### config.mk
export PLATFORM = sky130hd
export DESIGN_NAME = bakery_service_ctrl_flat
export DESIGN_NICKNAME = d
export VERILOG_FILES = /design/src/rtl/bakery_service_ctrl_if.sv /design/src/rtl/bakery_service_ctrl.sv /design/src/flat_wrapper.sv
export SDC_FILE = /design/constraint.sdc
export NUM_CORES = 1
export LEC_CHECK = 0
export CORE_MARGIN = 2
export CORE_UTILIZATION = 44
export CTS_CLUSTER_DIAMETER = 150
export DETAILED_ROUTE_END_ITERATION = 10
export GPL_TIMING_DRIVEN = 0
export PLACE_DENSITY_LB_ADDON = 0.3
export SYNTH_ARGS = -nofsm -noshare
export SYNTH_HDL_FRONTEND = slang
export SYNTH_SLANG_ARGS = --single-unit
export TNS_END_PERCENT = 100
### constraint.sdc
create_clock -name clk -period 4.7 [get_ports clk]
set_input_delay 1.41 -clock clk [delete_from_list [all_inputs] [get_ports clk]]
set_output_delay 1.41 -clock clk [all_outputs]
set_load 0.05 [all_outputs]
### src/rtl/bakery_service_ctrl_if.sv
// Customer-side and display-side signals of the bakery service controller.
// The controller takes the slave view; whoever drives buttons and reads displays takes master.
interface bakery_service_ctrl_if #(
  parameter int unsigned NUM_COUNTERS = 2,
  parameter int unsigned TICKET_W     = 4
);
  logic                             arrive;
  logic [NUM_COUNTERS-1:0]          confirm;
  logic                             ticket_vld;
  logic [TICKET_W-1:0]              ticket_out;
  logic                             full;
  logic [TICKET_W-1:0]              queue_count;
  logic [NUM_COUNTERS*TICKET_W-1:0] serving_ticket;
  logic [2*NUM_COUNTERS-1:0]        state;
  logic [NUM_COUNTERS-1:0]          done;
  logic [7:0]                       served_total;

  modport slave (
    input  arrive,
    input  confirm,
    output ticket_vld,
    output ticket_out,
    output full,
    output queue_count,
    output serving_ticket,
    output state,
    output done,
    output served_total
  );

  modport master (
    output arrive,
    output confirm,
    input  ticket_vld,
    input  ticket_out,
    input  full,
    input  queue_count,
    input  serving_ticket,
    input  state,
    input  done,
    input  served_total
  );
endinterface

### src/rtl/bakery_service_ctrl.sv
// Take-a-number bakery controller: a wrapping ticket dispenser feeding NUM_COUNTERS
// independent counters, each running IDLE -> ORDER -> BAKE -> HANDOFF.
module bakery_service_ctrl #(
  parameter int unsigned NUM_COUNTERS = 2,
  parameter int unsigned TICKET_W     = 4,
  parameter int unsigned QUEUE_DEPTH  = 8,
  parameter int unsigned BAKE_CYCLES  = 4
) (
  input logic                  clk,
  input logic                  rst,
  bakery_service_ctrl_if.slave bus
);

  localparam int unsigned        BakeW    = (BAKE_CYCLES > 1) ? $clog2(BAKE_CYCLES) : 1;
  localparam logic [BakeW-1:0]    BakeLoad = BakeW'(BAKE_CYCLES - 1);
  localparam logic [TICKET_W-1:0] Depth    = TICKET_W'(QUEUE_DEPTH);

  typedef enum logic [1:0] {
    StIdle    = 2'b00,
    StOrder   = 2'b01,
    StBake    = 2'b10,
    StHandoff = 2'b11
  } state_e;

  logic [TICKET_W-1:0]     r_next_ticket;
  logic [TICKET_W-1:0]     r_now_serving;
  logic [TICKET_W-1:0]     w_queue_count;
  logic                    w_full;
  logic                    w_accept;
  logic                    w_assign;
  logic                    w_found;
  logic [NUM_COUNTERS-1:0] w_idle;
  logic [NUM_COUNTERS-1:0] w_grant;
  logic [NUM_COUNTERS-1:0] w_handoff;
  logic [7:0]              w_handoff_cnt;
  logic [7:0]              r_served_total;

  state_e              r_state        [NUM_COUNTERS];
  state_e              w_state_nxt    [NUM_COUNTERS];
  logic [BakeW-1:0]    r_bake_cnt     [NUM_COUNTERS];
  logic [BakeW-1:0]    w_bake_cnt_nxt [NUM_COUNTERS];
  logic [TICKET_W-1:0] r_serving      [NUM_COUNTERS];

  // Occupancy is the modular distance between the two ticket pointers, so wrap is free.
  assign w_queue_count = r_next_ticket - r_now_serving;
  assign w_full        = (w_queue_count == Depth);
  // Full is judged on the registered count: a slot freed on this edge does not help.
  assign w_accept      = bus.arrive & ~w_full;
  assign w_assign      = (w_queue_count != '0) & (|w_idle);

  // Decode per-counter idle/handoff flags and pick the lowest-index idle counter.
  always_comb begin
    w_idle        = '0;
    w_handoff     = '0;
    w_grant       = '0;
    w_found       = 1'b0;
    w_handoff_cnt = '0;
    for (int i = 0; i < NUM_COUNTERS; i++) begin
      w_idle[i]    = (r_state[i] == StIdle);
      w_handoff[i] = (r_state[i] == StHandoff);
      if (w_handoff[i]) begin
        w_handoff_cnt = w_handoff_cnt + 8'd1;
      end
      if (w_idle[i] && !w_found) begin
        w_grant[i] = 1'b1;
        w_found    = 1'b1;
      end
    end
  end

  // Next-state and bake down-counter for every counter FSM.
  always_comb begin
    for (int i = 0; i < NUM_COUNTERS; i++) begin
      w_state_nxt[i]    = r_state[i];
      w_bake_cnt_nxt[i] = r_bake_cnt[i];
      case (r_state[i])
        StIdle: begin
          if (w_assign && w_grant[i]) begin
            w_state_nxt[i] = StOrder;
          end
        end
        StOrder: begin
          if (bus.confirm[i]) begin
            w_state_nxt[i]    = StBake;
            w_bake_cnt_nxt[i] = BakeLoad;
          end
        end
        StBake: begin
          if (r_bake_cnt[i] == '0) begin
            w_state_nxt[i] = StHandoff;
          end else begin
            w_bake_cnt_nxt[i] = r_bake_cnt[i] - 1'b1;
          end
        end
        StHandoff: begin
          w_state_nxt[i] = StIdle;
        end
        default: begin
          w_state_nxt[i] = StIdle;
        end
      endcase
    end
  end

  // Counter FSM state and bake timer registers.
  always_ff @(posedge clk) begin
    for (int i = 0; i < NUM_COUNTERS; i++) begin
      if (rst) begin
        r_state[i]    <= StIdle;
        r_bake_cnt[i] <= '0;
      end else begin
        r_state[i]    <= w_state_nxt[i];
        r_bake_cnt[i] <= w_bake_cnt_nxt[i];
      end
    end
  end

  // Latch the ticket being served when a counter is assigned; held through IDLE.
  always_ff @(posedge clk) begin
    for (int i = 0; i < NUM_COUNTERS; i++) begin
      if (rst) begin
        r_serving[i] <= '0;
      end else if (w_assign && w_grant[i]) begin
        r_serving[i] <= r_now_serving;
      end
    end
  end

  // Ticket dispenser pointers.
  always_ff @(posedge clk) begin
    if (rst) begin
      r_next_ticket <= '0;
      r_now_serving <= '0;
    end else begin
      if (w_accept) begin
        r_next_ticket <= r_next_ticket + 1'b1;
      end
      if (w_assign) begin
        r_now_serving <= r_now_serving + 1'b1;
      end
    end
  end

  // Completed-handoff tally; several simultaneous handoffs all count.
  always_ff @(posedge clk) begin
    if (rst) begin
      r_served_total <= '0;
    end else begin
      r_served_total <= r_served_total + w_handoff_cnt;
    end
  end

  for (genvar g = 0; g < NUM_COUNTERS; g++) begin : g_out
    assign bus.state[2*g +: 2]                     = r_state[g];
    assign bus.serving_ticket[g*TICKET_W +: TICKET_W] = r_serving[g];
  end

  assign bus.ticket_vld   = w_accept;
  assign bus.ticket_out   = r_next_ticket;
  assign bus.full         = w_full;
  assign bus.queue_count  = w_queue_count;
  assign bus.done         = w_handoff;
  assign bus.served_total = r_served_total;

endmodule

### src/flat_wrapper.sv
// flat-port wrapper written by rule: the top's interface ports become plain ports
module bakery_service_ctrl_flat 
#(
  parameter int unsigned NUM_COUNTERS = 2,
  parameter int unsigned TICKET_W     = 4,
  parameter int unsigned QUEUE_DEPTH  = 8,
  parameter int unsigned BAKE_CYCLES  = 4
)
  (clk, rst, bus_arrive, bus_confirm, bus_ticket_vld, bus_ticket_out, bus_full, bus_queue_count, bus_serving_ticket, bus_state, bus_done, bus_served_total);
  bakery_service_ctrl_if #(.NUM_COUNTERS(NUM_COUNTERS), .TICKET_W(TICKET_W)) bus_i ();
  input logic clk;
  input logic rst;
  input wire logic [$bits(bus_i.arrive)-1:0] bus_arrive;
  input wire logic [$bits(bus_i.confirm)-1:0] bus_confirm;
  output wire logic [$bits(bus_i.ticket_vld)-1:0] bus_ticket_vld;
  output wire logic [$bits(bus_i.ticket_out)-1:0] bus_ticket_out;
  output wire logic [$bits(bus_i.full)-1:0] bus_full;
  output wire logic [$bits(bus_i.queue_count)-1:0] bus_queue_count;
  output wire logic [$bits(bus_i.serving_ticket)-1:0] bus_serving_ticket;
  output wire logic [$bits(bus_i.state)-1:0] bus_state;
  output wire logic [$bits(bus_i.done)-1:0] bus_done;
  output wire logic [$bits(bus_i.served_total)-1:0] bus_served_total;
  assign bus_i.arrive = bus_arrive;
  assign bus_i.confirm = bus_confirm;
  assign bus_ticket_vld = bus_i.ticket_vld;
  assign bus_ticket_out = bus_i.ticket_out;
  assign bus_full = bus_i.full;
  assign bus_queue_count = bus_i.queue_count;
  assign bus_serving_ticket = bus_i.serving_ticket;
  assign bus_state = bus_i.state;
  assign bus_done = bus_i.done;
  assign bus_served_total = bus_i.served_total;
  bakery_service_ctrl #(.NUM_COUNTERS(NUM_COUNTERS), .TICKET_W(TICKET_W), .QUEUE_DEPTH(QUEUE_DEPTH), .BAKE_CYCLES(BAKE_CYCLES)) u_core (.clk(clk), .rst(rst), .bus(bus_i));
endmodule
**M1 wires**

Supply wires on this layer in grey.
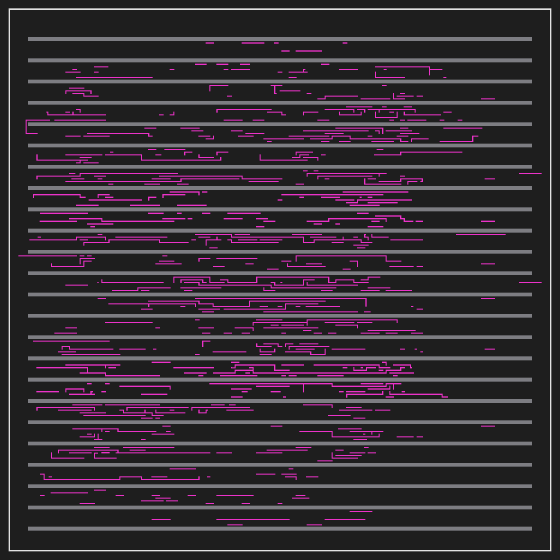
nets with wire on the layer: 232
main direction: horizontal

**Sequential cells grouped by signal name**

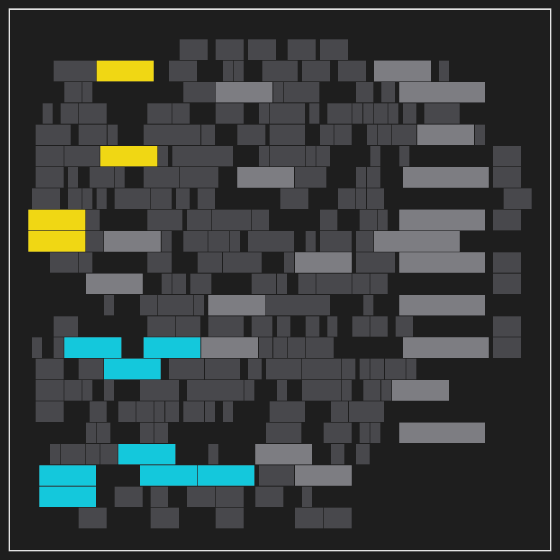
| colour | netlist name | flops |
|---|---|---|
| cyan | u_core.bus.served_total | 8 |
| yellow | u_core.bus.ticket_out | 4 |

**Floorplan with the power grid**

Pins as bars on the die edge.
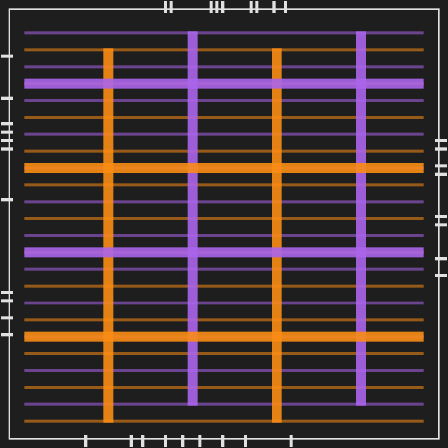
| colour | net |
|---|---|
| orange | VSS |
| purple | VDD |
met4 straps: 4
met1 rails: 24
rows: 23
signal pins: 37
met5 straps: 4

**The clock network**

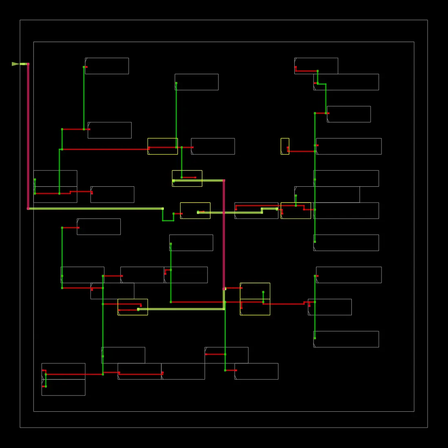
CTS Buf Count: 5
seq_cells: 32

**Gate-type map**

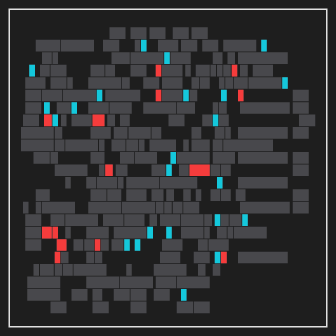
| colour | family | cells | most used |
|---|---|---|---|
| cyan | inv cells | 23 | inv_1 |
| red | nand cells | 14 | nand2_1 |

==> CHANGELOG.md <==
## Implementation

* Met1 Use GR at 0.193
* Die Wd at 69.0 µm
* Data buffer area share at 0.160
* Fmax at 232 MHz
* Yosys synthesis chip area at 1860 µm²
* Commonest non-fill, non-tap cell in the layout: clkdlybuf4s50_1
* Maxcap violations at 0
* Post-CTS Resized at 0
* Crit-path slowest cell: clkdlybuf4s50_1
* GRT Util Overall at 0.165
* Worst setup EP type: output pin
* Outcome: finished clean
* Startpoint Class: flip-flop
* Crit path from: u_core.r_now_serving[0]$_SDFFE_PP0P_
* Seq/total area at 0.304
* Worst Path Required at 3.29 ns
* ANT nets after route at 0
* Util after Layout at 0.589
* DRC Markers at 0
* Final worst slack at 0.387 ns
* Critical Path Max Stage Delay at 0.80 ns
* Clock Buffer Count at 8
[worst max-delay path, delay by kind of cell, from the launching register on]
kind                       cells  cell delay, ns
adders and majority gates      2            0.58
xor gates and xnor gates       1            0.17
buffers and inverters          3            1.00
and+or+nand+nor                2            0.40
DFF                            1            0.47
[routing by layer]
layer | vias to the layer above | routed length [µm] | part of all wire
met5 | - | 0 | 0
li1 | 763 | - | -
met2 | 28 | 1730 | 0.50
met3 | 5 | 143 | 0.041
met4 | 0 | 42 | 0.012
met1 | 697 | 1570 | 0.45
[cell usage after synthesis (3+ instances only)]
cell type  number  area share
dfxtp_1        24        0.26
o21ai_0         8       0.022
nor4_1          4       0.013
inv_1          22       0.044
ha_1           19        0.13
or3_1           6       0.020
mux2i_1         3       0.016
nor2b_1         8       0.027
xor2_1          5       0.024
nand2_1         8       0.016
a21oi_1        11       0.030
xnor2_1         3       0.014
and3_1          7       0.024
edfxtp_1        8        0.13
nor3_1          3      0.0081
o21ai_1         3      0.0081
nor2_1         19       0.038
[report_power, final]
group / total (W) / internal, W / leakage (nW) / switching [W]
registers: 0.000427 / 0.000370 / 0.283 / 0.0000575
clock network: 0.000230 / 0.000134 / 0.0515 / 0.0000964
logic: 0.00118 / 0.000430 / 0.659 / 0.000749
[cell families (layout without fill, tap and decap cells)]
logic type | count (synthesis) | count (layout) | share of synthesized area
AND-OR/OR-AND | 36 | 36 | 0.139
XOR/XNOR | 8 | 8 | 0.0377
adder cells (fa/ha/maj) | 21 | 21 | 0.149
buffers and inverters | 28 | 71 | 0.0606
flip-flops | 32 | 32 | 0.388
multiplexers | 5 | 5 | 0.0303
AND/OR/NAND/NOR | 66 | 66 | 0.195
Power and IR drop assume default switching activity.
